Figure 1. Routed metal per tile.
Scale: 3 px per µm. The die is cut into 24 by 24 equal tiles; white is low, dark blue is high, scaled to the fullest tile. Values are wire area over tile area, all layers added.
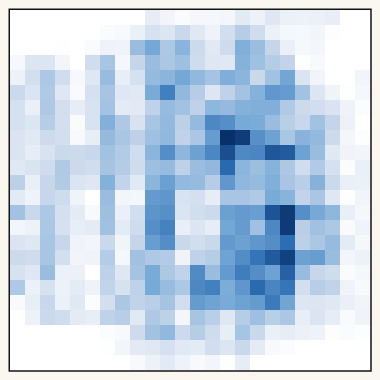
Figure 2. Track usage over the die.
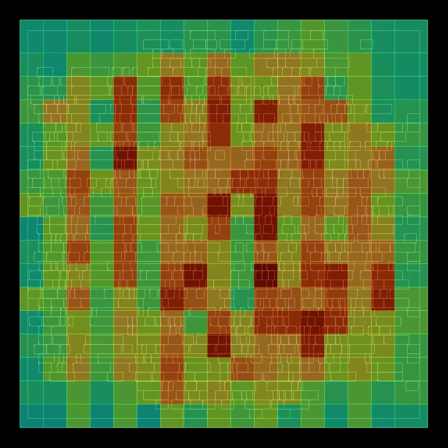
Figure 3. Clock network drawn from the DEF.
Scale: 4 px per µm.
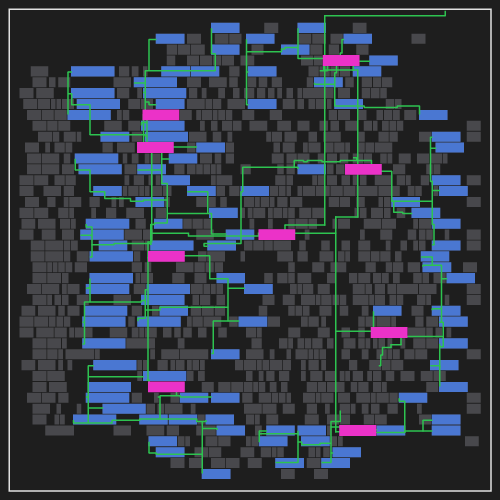
Figure 4. Selected gate families.
Scale: 3 px per µm.
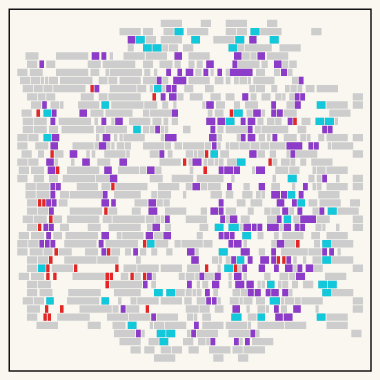
Figure 5. Wires at chosen ports, followed through buffers.
Scale: 4 px per µm.
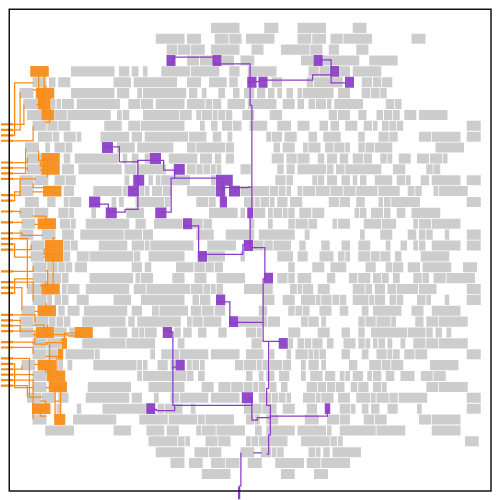
### config.mk
export PLATFORM = sky130hd
export DESIGN_NAME = acc_adder_tree
export DESIGN_NICKNAME = d
export VERILOG_FILES = /design/src/rtl/acc_adder_tree_pkg.sv /design/src/rtl/acc_adder_tree_stage.sv /design/src/rtl/acc_adder_tree.sv
export SDC_FILE = /design/constraint.sdc
export NUM_CORES = 1
export LEC_CHECK = 0
export CAP_MARGIN = 15
export CORE_MARGIN = 2
export CORE_UTILIZATION = 50
export DETAILED_ROUTE_END_ITERATION = 8
export PLACE_DENSITY = 0.72
export SYNTH_ARGS = -nofsm -noshare
export SYNTH_HDL_FRONTEND = slang
export SYNTH_SLANG_ARGS = --single-unit
export TNS_END_PERCENT = 1
### constraint.sdc
create_clock -name clk_i -period 10.67 [get_ports clk_i]
set_clock_uncertainty 0.05 [all_clocks]
set_input_delay 1.6005 -clock clk_i [delete_from_list [all_inputs] [get_ports clk_i]]
set_output_delay 1.6005 -clock clk_i [all_outputs]
set_load 0.02 [all_outputs]
### src/rtl/acc_adder_tree_pkg.sv
// Shared types and elaboration helpers for the accumulating adder tree.
package acc_adder_tree_pkg;

  typedef struct packed {
    logic sgn;
    logic last;
    logic vld;
  } beat_sb_t;

  function automatic int stage_count(input int layers, input int pipe_every);
    if (layers == 0 || pipe_every < 1) return 0;
    return (layers + pipe_every - 1) / pipe_every;
  endfunction

endpackage

### src/rtl/acc_adder_tree_stage.sv
// A slice of the adder tree: NL pairwise-add layers followed by an optional
// enable-gated register carrying the beat sideband alongside the data.
module acc_adder_tree_stage
  import acc_adder_tree_pkg::*;
#(
  parameter int DATAW   = 8,
  parameter int W       = 10,
  parameter int FIRST   = 0,
  parameter int NL      = 1,
  parameter int NIN     = 4,
  parameter int REG_OUT = 1
) (
  input  logic                      clk_i,
  input  logic                      rst_ni,
  input  logic                      en_i,
  input  logic [NIN*W-1:0]          vals_i,
  input  beat_sb_t                  sb_i,
  output logic [(NIN>>NL)*W-1:0]    vals_o,
  output beat_sb_t                  sb_o
);

  localparam int NOUT = NIN >> NL;

  // Operands entering global layer k carry DATAW+k meaningful bits.
  function automatic logic [W-1:0] ext_from(input logic [W-1:0] x, input int w, input logic sgn);
    logic [W-1:0] r;
    r = x;
    for (int i = 0; i < W; i++) begin
      if (i >= w) r[i] = sgn & x[w-1];
    end
    return r;
  endfunction

  for (genvar m = 0; m < NL; m++) begin : g_lay
    localparam int NI  = NIN >> m;
    localparam int NO  = NI / 2;
    localparam int WIN = DATAW + FIRST + m;
    logic [NI*W-1:0] vin;
    logic [NO*W-1:0] vout;
    if (m == 0) begin : g_src
      assign vin = vals_i;
    end else begin : g_src
      assign vin = g_lay[m-1].vout;
    end
    for (genvar j = 0; j < NO; j++) begin : g_add
      assign vout[j*W +: W] = ext_from(vin[(2*j)*W +: W], WIN, sb_i.sgn)
                            + ext_from(vin[(2*j+1)*W +: W], WIN, sb_i.sgn);
    end
  end

  logic [NOUT*W-1:0] vals_d;
  assign vals_d = g_lay[NL-1].vout;

  if (REG_OUT != 0) begin : g_reg
    logic [NOUT*W-1:0] vals_q;
    beat_sb_t          sb_q;
    always_ff @(posedge clk_i) begin
      if (!rst_ni) begin
        sb_q <= '0;
      end else if (en_i) begin
        sb_q <= sb_i;
      end
    end
    always_ff @(posedge clk_i) begin
      if (en_i) vals_q <= vals_d;
    end
    assign vals_o = vals_q;
    assign sb_o   = sb_q;
  end else begin : g_comb
    assign vals_o = vals_d;
    assign sb_o   = sb_i;
  end

endmodule

### src/rtl/acc_adder_tree.sv
// Pipelined signed/unsigned adder tree feeding a group accumulator with
// sticky overflow and a stallable output register.
module acc_adder_tree
  import acc_adder_tree_pkg::*;
#(
  parameter int NUM_INPUTS = 4,
  parameter int DATAW      = 8,
  parameter int ACCW       = 32,
  parameter int PIPE_EVERY = 1
) (
  input  logic             clk_i,
  input  logic             rst_ni,
  input  logic [DATAW-1:0] data_i [NUM_INPUTS],
  input  logic             signed_i,
  input  logic             in_last_i,
  input  logic             in_valid_i,
  output logic             in_ready_o,
  output logic [ACCW-1:0]  sum_o,
  output logic             overflow_o,
  output logic             out_valid_o,
  input  logic             out_ready_i
);

  localparam int L = $clog2(NUM_INPUTS);
  localparam int S = stage_count(L, PIPE_EVERY);
  localparam int W = DATAW + L;

  if (NUM_INPUTS < 1 || (NUM_INPUTS & (NUM_INPUTS - 1)) != 0) begin : g_chk_n
    $fatal(1, "acc_adder_tree: NUM_INPUTS must be a power of two");
  end
  if (ACCW < DATAW + L) begin : g_chk_w
    $fatal(1, "acc_adder_tree: ACCW too narrow for the tree result");
  end
  if (PIPE_EVERY < 1) begin : g_chk_p
    $fatal(1, "acc_adder_tree: PIPE_EVERY must be at least 1");
  end

  logic     en;
  beat_sb_t sb_in;
  beat_sb_t tree_sb;
  logic [W-1:0] tree_v;

  logic [ACCW-1:0] acc_q, acc_d, sum_q, sum_d;
  logic            first_q, first_d, ovf_acc_q, ovf_acc_d;
  logic            ovf_out_q, ovf_out_d, out_valid_q, out_valid_d;

  assign en         = !out_valid_q || out_ready_i;
  assign in_ready_o = en;
  assign sb_in      = '{sgn: signed_i, last: in_last_i, vld: in_valid_i};

  if (S == 0) begin : g_flat
    assign tree_v  = data_i[0];
    assign tree_sb = sb_in;
  end else begin : g_tree
    logic [NUM_INPUTS*W-1:0] entry;
    for (genvar i = 0; i < NUM_INPUTS; i++) begin : g_entry
      assign entry[i*W +: W] = W'(data_i[i]);
    end
    for (genvar s = 0; s < S; s++) begin : g_st
      localparam int FIRST = s * PIPE_EVERY;
      localparam int NL    = (L - FIRST < PIPE_EVERY) ? (L - FIRST) : PIPE_EVERY;
      localparam int NIN   = NUM_INPUTS >> FIRST;
      localparam int NOUT  = NIN >> NL;
      logic [NIN*W-1:0]  vin;
      logic [NOUT*W-1:0] vout;
      beat_sb_t          sbin, sbout;
      if (s == 0) begin : g_src
        assign vin  = entry;
        assign sbin = sb_in;
      end else begin : g_src
        assign vin  = g_st[s-1].vout;
        assign sbin = g_st[s-1].sbout;
      end
      acc_adder_tree_stage #(
        .DATAW(DATAW), .W(W), .FIRST(FIRST), .NL(NL), .NIN(NIN), .REG_OUT(1)
      ) u_stage (
        .clk_i (clk_i),
        .rst_ni(rst_ni),
        .en_i  (en),
        .vals_i(vin),
        .sb_i  (sbin),
        .vals_o(vout),
        .sb_o  (sbout)
      );
    end
    assign tree_v  = g_st[S-1].vout;
    assign tree_sb = g_st[S-1].sbout;
  end

  function automatic logic [ACCW-1:0] ext_acc(input logic [W-1:0] x, input logic sgn);
    logic [ACCW-1:0] r;
    r        = '0;
    r[W-1:0] = x;
    for (int i = W; i < ACCW; i++) r[i] = sgn & x[W-1];
    return r;
  endfunction

  logic [ACCW-1:0] tree_ext, base;
  logic [ACCW:0]   add_full;
  logic            add_ov, ovf_grp;

  // Accumulator / output stage
  always_comb begin
    tree_ext = ext_acc(tree_v, tree_sb.sgn);
    base     = first_q ? '0 : acc_q;
    add_full = {1'b0, base} + {1'b0, tree_ext};
    add_ov   = tree_sb.sgn ? ((base[ACCW-1] == tree_ext[ACCW-1]) &&
                              (add_full[ACCW-1] != base[ACCW-1]))
                           : add_full[ACCW];
    ovf_grp  = (!first_q && ovf_acc_q) || add_ov;

    acc_d       = acc_q;
    first_d     = first_q;
    ovf_acc_d   = ovf_acc_q;
    sum_d       = sum_q;
    ovf_out_d   = ovf_out_q;
    out_valid_d = out_valid_q;
    if (en) begin
      out_valid_d = 1'b0;
      if (tree_sb.vld) begin
        if (tree_sb.last) begin
          sum_d       = add_full[ACCW-1:0];
          ovf_out_d   = ovf_grp;
          out_valid_d = 1'b1;
          acc_d       = '0;
          first_d     = 1'b1;
          ovf_acc_d   = 1'b0;
        end else begin
          acc_d     = add_full[ACCW-1:0];
          first_d   = 1'b0;
          ovf_acc_d = ovf_grp;
        end
      end
    end
  end

  always_ff @(posedge clk_i) begin
    if (!rst_ni) begin
      acc_q       <= '0;
      first_q     <= 1'b1;
      ovf_acc_q   <= 1'b0;
      sum_q       <= '0;
      ovf_out_q   <= 1'b0;
      out_valid_q <= 1'b0;
    end else begin
      acc_q       <= acc_d;
      first_q     <= first_d;
      ovf_acc_q   <= ovf_acc_d;
      sum_q       <= sum_d;
      ovf_out_q   <= ovf_out_d;
      out_valid_q <= out_valid_d;
    end
  end

  assign sum_o       = sum_q;
  assign overflow_o  = ovf_out_q;
  assign out_valid_o = out_valid_q;

endmodule
==> job_summary.md <==
### Metrics collected by this job

| Metric | Value |
|---|---|
| Status | complete, no violations |
| Final hold vios | 0 |
| Sequential Area | 2320 µm² |
| DRT antenna net count | 0 |
| Top_reg_cell synth | dfxtp_1 |
| Area Growth Syn to Fin | 15.8% |
| M1 WL | 6780 µm |
| Final instance area | 7800 µm² |
| Site Rows | 42 |
| # DRC | 0 |
| Top cells by area | dfxtp_1, edfxtp_1, ha_1 |
| Yosys chip area | 6740 µm² |
| Final clock-cell share | 0.0345 |
| Inverter count | 41 |
| Tool warnings | 26 |
| Maximum clock frequency | 208 MHz |
| Crit path DRT | 9.02 ns |
| Comb power frac | 0.245 |
| XORs/XNORs by Area | 0.0819 |
| Critical Path Slowest Stage Cell | clkdlybuf4s50_1 |
| PwrDens | 131 nW/µm² |
| Worst r2r path cells | 13 |
| FF+latch count, synth | 102 |
| Top comb family, area | AND-OR/OR-AND gates |
| Final HPWL DP | 11500 µm |
| Die span in y | 120 µm |
| Final Core Density | 0.591 |
| Post-synth mux share | 0.00446 |
| Top power group | registers |
| Die ar. | 14400 µm² |
| Final nets | 897 |
Notes on Figure 1 above:
- densest ninth of the die: middle
- fullest tile: 0.74
- emptiest ninth of the die: bottom left
- nearly empty tiles: 14%
Routed WL: 16100 µm
post-DR wirelength/cell: 16.3 µm
total track usage: 0.229
via count: 5885

Notes on Figure 2 above:
met3 Resource Use GR: 0.0352
GRT busiest layer: met2
GR Util met1: 0.278

Notes on Figure 3 above:
- blue: flip-flops (count 102)
- magenta: clock-net drivers (count 9)
- green: clock wires (length 1270 µm)
- flops lie: all over the die

Notes on Figure 4 above:
- purple: aoi and oai cells (cells 188)
- cyan: non-inverting ao/oa cells (cells 52; where all over the die)
- red: inv cells (cells 41)
logic share of the area: 0.521
Top cell excl fill/tap: dfxtp_1

Notes on Figure 5 above:
- orange: data_i (bits 32; direction input; end cells 22; buffers 32; wire 465 µm)
- purple: rst_ni (bits 1; direction input; end cells 32; buffers 2; wire 401 µm)
number of port buffers: 72
Top Ports: 73

Power figures rest on the tool's default switching activity, not on a simulated workload.
